<file path="src/rtl/des_key_sched.sv">
// Iterative DES key schedule: one 64-bit key in, 16 round subkeys out, in encrypt or decrypt order.
// Optional build macro DES_KEY_PARITY_CHK_EN adds an odd-parity check of the loaded key bytes.
module des_key_sched (
    input  logic        clk,
    input  logic        rst,
    input  logic [63:0] key,
    input  logic        decrypt,
    input  logic        key_valid,
    output logic        key_ready,
    output logic [47:0] subkey,
    output logic [3:0]  subkey_rnd,
    output logic        subkey_last,
    output logic        subkey_valid,
    input  logic        subkey_ready,
    output logic        busy,
    output logic        parity_err
);

    typedef enum logic [0:0] {IDLE = 1'b0, RUN = 1'b1} state_t;

    // Table entries are FIPS bit numbers, first entry = output bit 1.
    localparam logic [447:0] PC1_TBL = {
        8'd57, 8'd49, 8'd41, 8'd33, 8'd25, 8'd17, 8'd9,  8'd1,
        8'd58, 8'd50, 8'd42, 8'd34, 8'd26, 8'd18, 8'd10, 8'd2,
        8'd59, 8'd51, 8'd43, 8'd35, 8'd27, 8'd19, 8'd11, 8'd3,
        8'd60, 8'd52, 8'd44, 8'd36, 8'd63, 8'd55, 8'd47, 8'd39,
        8'd31, 8'd23, 8'd15, 8'd7,  8'd62, 8'd54, 8'd46, 8'd38,
        8'd30, 8'd22, 8'd14, 8'd6,  8'd61, 8'd53, 8'd45, 8'd37,
        8'd29, 8'd21, 8'd13, 8'd5,  8'd28, 8'd20, 8'd12, 8'd4
    };

    localparam logic [383:0] PC2_TBL = {
        8'd14, 8'd17, 8'd11, 8'd24, 8'd1,  8'd5,  8'd3,  8'd28,
        8'd15, 8'd6,  8'd21, 8'd10, 8'd23, 8'd19, 8'd12, 8'd4,
        8'd26, 8'd8,  8'd16, 8'd7,  8'd27, 8'd20, 8'd13, 8'd2,
        8'd41, 8'd52, 8'd31, 8'd37, 8'd47, 8'd55, 8'd30, 8'd40,
        8'd51, 8'd45, 8'd33, 8'd48, 8'd44, 8'd49, 8'd39, 8'd56,
        8'd34, 8'd53, 8'd46, 8'd42, 8'd50, 8'd36, 8'd29, 8'd32
    };

    function automatic logic [55:0] pc1(input logic [63:0] k);
        logic [55:0] r;
        logic [5:0]  idx;
        r = 56'd0;
        for (int i = 0; i < 56; i++) begin
            idx  = 6'(PC1_TBL[8*(55-i) +: 8] - 8'd1);
            r[i] = k[idx];
        end
        return r;
    endfunction

    function automatic logic [47:0] pc2(input logic [55:0] cd);
        logic [47:0] r;
        logic [5:0]  idx;
        r = 48'd0;
        for (int i = 0; i < 48; i++) begin
            idx  = 6'(PC2_TBL[8*(47-i) +: 8] - 8'd1);
            r[i] = cd[idx];
        end
        return r;
    endfunction

    // Bit i holds FIPS bit i+1, so a FIPS left rotation moves bits toward index 0.
    function automatic logic [27:0] rotl1(input logic [27:0] x);
        return {x[0], x[27:1]};
    endfunction

    function automatic logic [27:0] rotl2(input logic [27:0] x);
        return {x[1:0], x[27:2]};
    endfunction

    function automatic logic [27:0] rotr1(input logic [27:0] x);
        return {x[26:0], x[27]};
    endfunction

    function automatic logic [27:0] rotr2(input logic [27:0] x);
        return {x[25:0], x[27:26]};
    endfunction

`ifdef DES_KEY_PARITY_CHK_EN
    function automatic logic key_par_err(input logic [63:0] k);
        logic e;
        e = 1'b0;
        for (int b = 0; b < 8; b++) begin
            e = e | ~(^k[8*b +: 8]);
        end
        return e;
    endfunction
`endif

    state_t      state_r, state_nxt_s;
    logic [27:0] c_r, d_r, c_nxt_s, d_nxt_s;
    logic [3:0]  count_r, count_nxt_s;
    logic        decrypt_r, decrypt_nxt_s;
    logic [55:0] cd0_s;
    logic        single_s;

    assign cd0_s    = pc1(key);
    // Rounds 1, 2, 9 and 16 use a single-bit shift in both directions.
    assign single_s = (count_r == 4'd0) || (count_r == 4'd7) || (count_r == 4'd14);

    // State register.
    always_ff @(posedge clk) begin
        if (rst) begin
            state_r <= IDLE;
        end else begin
            state_r <= state_nxt_s;
        end
    end

    // Next-state logic.
    always_comb begin
        state_nxt_s = state_r;
        case (state_r)
            IDLE: begin
                if (key_valid) begin
                    state_nxt_s = RUN;
                end else begin
                    state_nxt_s = IDLE;
                end
            end
            RUN: begin
                if (subkey_ready && (count_r == 4'd15)) begin
                    state_nxt_s = IDLE;
                end else begin
                    state_nxt_s = RUN;
                end
            end
            default: state_nxt_s = IDLE;
        endcase
    end

    // FSM outputs.
    always_comb begin
        key_ready    = 1'b0;
        busy         = 1'b0;
        subkey_valid = 1'b0;
        case (state_r)
            IDLE:    key_ready = 1'b1;
            RUN: begin
                busy         = 1'b1;
                subkey_valid = 1'b1;
            end
            default: key_ready = 1'b0;
        endcase
    end

    // C/D, round counter and direction updates for load and advance.
    always_comb begin
        c_nxt_s       = c_r;
        d_nxt_s       = d_r;
        count_nxt_s   = count_r;
        decrypt_nxt_s = decrypt_r;
        case (state_r)
            IDLE: begin
                if (key_valid) begin
                    count_nxt_s   = 4'd0;
                    decrypt_nxt_s = decrypt;
                    if (decrypt) begin
                        c_nxt_s = cd0_s[27:0];
                        d_nxt_s = cd0_s[55:28];
                    end else begin
                        c_nxt_s = rotl1(cd0_s[27:0]);
                        d_nxt_s = rotl1(cd0_s[55:28]);
                    end
                end else begin
                    count_nxt_s = count_r;
                end
            end
            RUN: begin
                if (subkey_ready && (count_r != 4'd15)) begin
                    count_nxt_s = count_r + 4'd1;
                    if (decrypt_r) begin
                        c_nxt_s = single_s ? rotr1(c_r) : rotr2(c_r);
                        d_nxt_s = single_s ? rotr1(d_r) : rotr2(d_r);
                    end else begin
                        c_nxt_s = single_s ? rotl1(c_r) : rotl2(c_r);
                        d_nxt_s = single_s ? rotl1(d_r) : rotl2(d_r);
                    end
                end else begin
                    count_nxt_s = count_r;
                end
            end
            default: count_nxt_s = count_r;
        endcase
    end

    // Datapath registers.
    always_ff @(posedge clk) begin
        if (rst) begin
            c_r       <= 28'd0;
            d_r       <= 28'd0;
            count_r   <= 4'd0;
            decrypt_r <= 1'b0;
        end else begin
            c_r       <= c_nxt_s;
            d_r       <= d_nxt_s;
            count_r   <= count_nxt_s;
            decrypt_r <= decrypt_nxt_s;
        end
    end

    assign subkey      = pc2({d_r, c_r});
    assign subkey_rnd  = decrypt_r ? (4'd15 - count_r) : count_r;
    assign subkey_last = (state_r == RUN) && (count_r == 4'd15);

`ifdef DES_KEY_PARITY_CHK_EN
    logic parity_err_r;

    // Parity flag captured at key acceptance and held until the next one.
    always_ff @(posedge clk) begin
        if (rst) begin
            parity_err_r <= 1'b0;
        end else if ((state_r == IDLE) && key_valid) begin
            parity_err_r <= key_par_err(key);
        end else begin
            parity_err_r <= parity_err_r;
        end
    end

    assign parity_err = parity_err_r;
`else
    assign parity_err = 1'b0;
`endif

endmodule
</file>
<file path="config.mk">
export PLATFORM = sky130hd
export DESIGN_NAME = des_key_sched
export DESIGN_NICKNAME = d
export VERILOG_FILES = /design/src/rtl/des_key_sched.sv
export SDC_FILE = /design/constraint.sdc
export NUM_CORES = 1
export LEC_CHECK = 0
export CAP_MARGIN = 30
export CORE_ASPECT_RATIO = 1.1
export CORE_MARGIN = 3
export CORE_UTILIZATION = 56
export CTS_BUF_LIST = sky130_fd_sc_hd__clkbuf_4
export DETAILED_ROUTE_END_ITERATION = 8
export PLACE_DENSITY = 0.9
export SLEW_MARGIN = 20
export SYNTH_ARGS = -nofsm -noshare
export SYNTH_HDL_FRONTEND = slang
export SYNTH_SLANG_ARGS = --single-unit
</file>
<file path="constraint.sdc">
create_clock -name clk -period 3.3 [get_ports clk]
set_input_delay 0.66 -clock clk [delete_from_list [all_inputs] [get_ports clk]]
set_output_delay 0.66 -clock clk [all_outputs]
set_load 0.02 [all_outputs]
</file>
Run 1, pin placement:
Pins as bars across the die edge, other pins in gray.
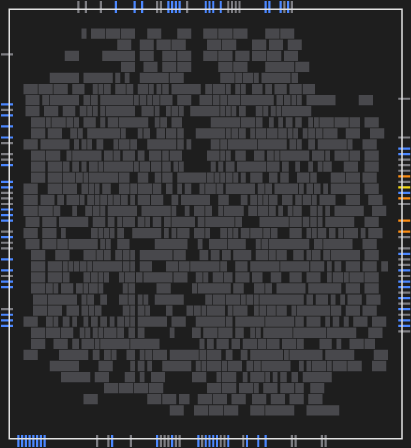
legend:
  blue:
    port: key
    pins: 64
    direction: input
    edge: 20 south, 18 west, 15 north, 11 east
  orange:
    port: subkey_rnd
    pins: 4
    direction: output
    edge: east
  yellow:
    port: key_valid
    pins: 1
    direction: input
    edge: east
all pins by edge: 36 south, 32 east, 31 west, 27 north

Run 1, M4 wires:
Scale bar: 20 µm.
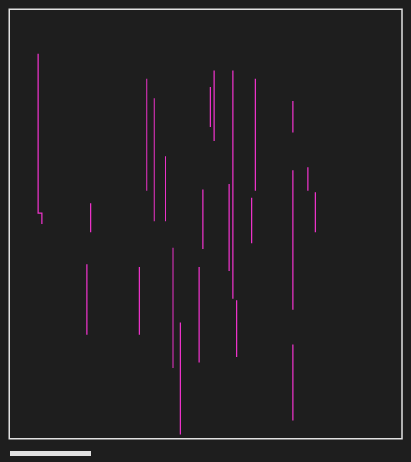
main direction: vertical
share of all routed wire: 3.3%
nets with wire on the layer: 21

Run 1, drive-strength map:
Scale bar: 20 µm.
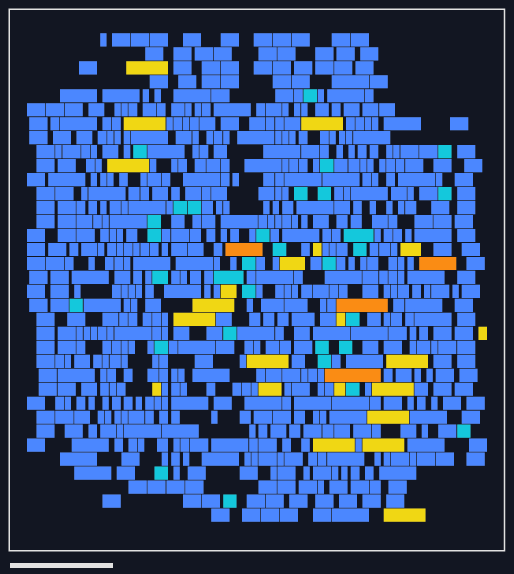
legend:
  yellow:
    size: _2 cells
    cells: 22
    share: 3.1%
  orange:
    size: _6 and larger
    cells: 4
    share: 0.56%
  cyan:
    size: _3 and _4 cells
    cells: 31
    share: 4.3%
  blue:
    size: _0 and _1 cells
    cells: 658
    share: 92%

Run 1, clock wiring as the flow saved it:
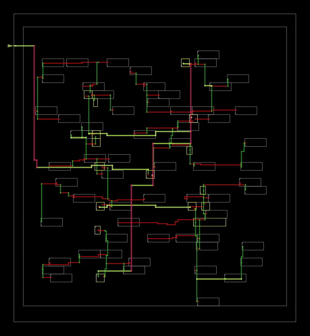
Flops: 62
clk_lat worst skew: 440 ps
CTS Sinks: 62

==> summary.txt, run 1 <==
run results: Met1 Wirelength=5520 µm, P_sw=732 µW, Mapped Area=5000 µm², unrepaired setup endpoints after global routing=no, period utilisation layout=0.907, die width=96.1 µm, Placement Setup Slack=637 ps, MI comb cells=491, # rows=35, asr flop ratio synth=0, Setup WS post-layout=307 ps, Worst Max-Slew Pin Slew=825 ps, WP data arrival=2330 ps, drt total wl=14500 µm, routed wl met3=1340 µm, chip height=105 µm, Synth Warn #=0, Max-cap violations=0, Period minus WS final=2990 ps, number of global-route vias before repair=4956, Final Setup Violations=0, fin nets=782, Total GRT Usage=0.290, Seq area share=0.206, Crit. Startpoint=decrypt_r$_SDFFE_PP0P_, register area share after synthesis=0.248, Longest Clk Path Bufs=2, flip-flops with a built-in enable=0, Logic power comb=663 µW, switching portion of total power=0.352, Sequential Power Share=0.423, Cell variety after synth=46, largest area contributor in the synthesized netlist=dfxtp_1, clock transition at the registers of the reported paths=120 ps, main flop type=dfxtp_1, hold depth=2, Pwr per Cell Area=346 nW/µm², Min-Delay Path Class=reg2reg, combinational fraction of the cell area=0.517, ys cells=669, number of port buffers=116, outcome=finished, final reports clean, total power=2.08 mW, buffer count from post-CTS setup fixing=0, Area growth syn-to-layout=20.3%
[run 1: worst max-delay path, cell delays in order, from the launching register on]
cell             delay (ps)
dfxtp_1                 700
buf_4                   290
xor2_1                  250
clkdlybuf4s50_1         650
[run 1: cells in the final DEF (no fill, tap or decap), types with 13 or more instances in the layout]
cell	n
a211o_1	28
nor2_1	35
mux2i_1	62
nand2_1	134
o21ai_0	27
a21oi_1	98
buf_4	18
dfxtp_1	62
clkdlybuf4s50_1	115
mux4_2	13
[run 1: cells by family after synthesis]
group / Yosys count / share of synthesized area
simple gates: 210 / 0.174
compound gates: 195 / 0.238
buf+inv: 116 / 0.135
mux: 76 / 0.185
flops: 62 / 0.248
xor+xnor: 6 / 0.0105
fa+ha+maj: 3 / 0.00751
other cells: 1 / 0.000750
==> inputs of run 2 (changes only) <==
--- a/config.mk
+++ b/config.mk
@@ -11,6 +11,7 @@
 export CORE_UTILIZATION = 56
 export CTS_BUF_LIST = sky130_fd_sc_hd__clkbuf_4
 export DETAILED_ROUTE_END_ITERATION = 8
+export GPL_ROUTABILITY_DRIVEN = 0
 export PLACE_DENSITY = 0.9
 export SLEW_MARGIN = 20
 export SYNTH_ARGS = -nofsm -noshare
Run 2, clock wiring as the flow saved it:
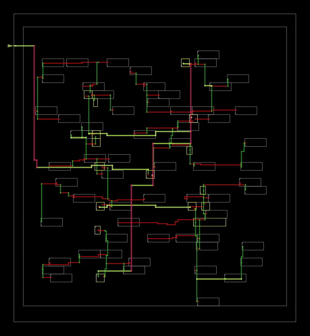
CTS Buf Count: 9
Worst Clk Skew: 17.3 ps
Clock buffer cells: 9
clock network power: 538 µW

==> summary.txt, run 2 <==
run results: buffer count from post-CTS setup fixing=0 (unchanged), yosys adder share=0.00751 (unchanged), Cell variety after synth=46 (unchanged), outcome=finished, final reports clean (unchanged), XORs/XNORs by Area=0.0105 (unchanged), Worst Max-Slew Pin Slew=825 ps (unchanged), hold depth=2 (unchanged), fin nets=782 (unchanged), period utilisation layout=0.907 (unchanged), Mapped Area=5000 µm² (unchanged), clk_lat worst skew=440 ps (about the same), switching portion of total power=0.352 (unchanged), total power=2.08 mW (unchanged), crit path cell chain=buf_4 > xor2_1 > clkdlybuf4s50_1 (unchanged), slowest stage cell, crit path=dfxtp_1 (unchanged), Longest Clk Path Bufs=2 (unchanged), number of port buffers=116 (unchanged), # rows=35 (unchanged), P_sw=732 µW (unchanged), Pwr per Cell Area=346 nW/µm² (unchanged), asr flop ratio synth=0 (unchanged), drt total wl=14500 µm (unchanged), main flop type=dfxtp_1 (unchanged), aoi share=0.238 (unchanged), Period minus WS final=2990 ps (unchanged), most frequent cells in the layout=nand2_1, clkdlybuf4s50_1, a21oi_1, mux2i_1, dfxtp_1 (unchanged)
Run 2, pin placement:
Pins as bars across the die edge, other pins in gray.
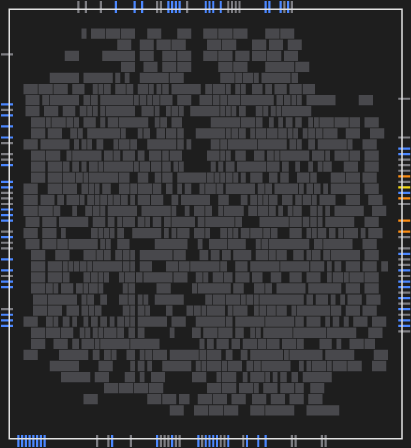
legend:
  yellow:
    port: key_valid
    pins: 1
    direction: input
    edge: east
  blue:
    port: key
    pins: 64
    direction: input
    edge: 20 south, 18 west, 15 north, 11 east
  orange:
    port: subkey_rnd
    pins: 4
    direction: output
    edge: east

## run 2: kinds of logic (layout without fill, tap and decap cells)
logic type,count (synthesis),count (layout)
AOI/OAI and AO/OA,195,195
buffers and inverters,116,162
xor gates and xnor gates,6,6
and+or+nand+nor,210,210
adders and majority gates,3,3
muxes,76,76
other,1,1
DFF,62,62
## run 2: area by class of cell
type,instances,area share
flip-flops and latches,62,0.206
multi-input cells,491,0.517
repair buffers,137,0.226
well taps,111,0.0231
inverters,9,0.00562
clock inverters,7,0.0108
clock buffers,9,0.0112
## run 2: metal layers
layer  share of wire  track usage
met1            0.38        0.361
met2            0.50        0.481
met3           0.092       0.0454
met4           0.033        0.134
met5               0            0
## run 2: worst max-delay path, delay by kind of cell, from the launching register on
family	cells	cell delay, ps
XOR/XNOR	1	250
buffers and inverters	2	940
flip-flops	1	700
Power and IR drop assume default switching activity.
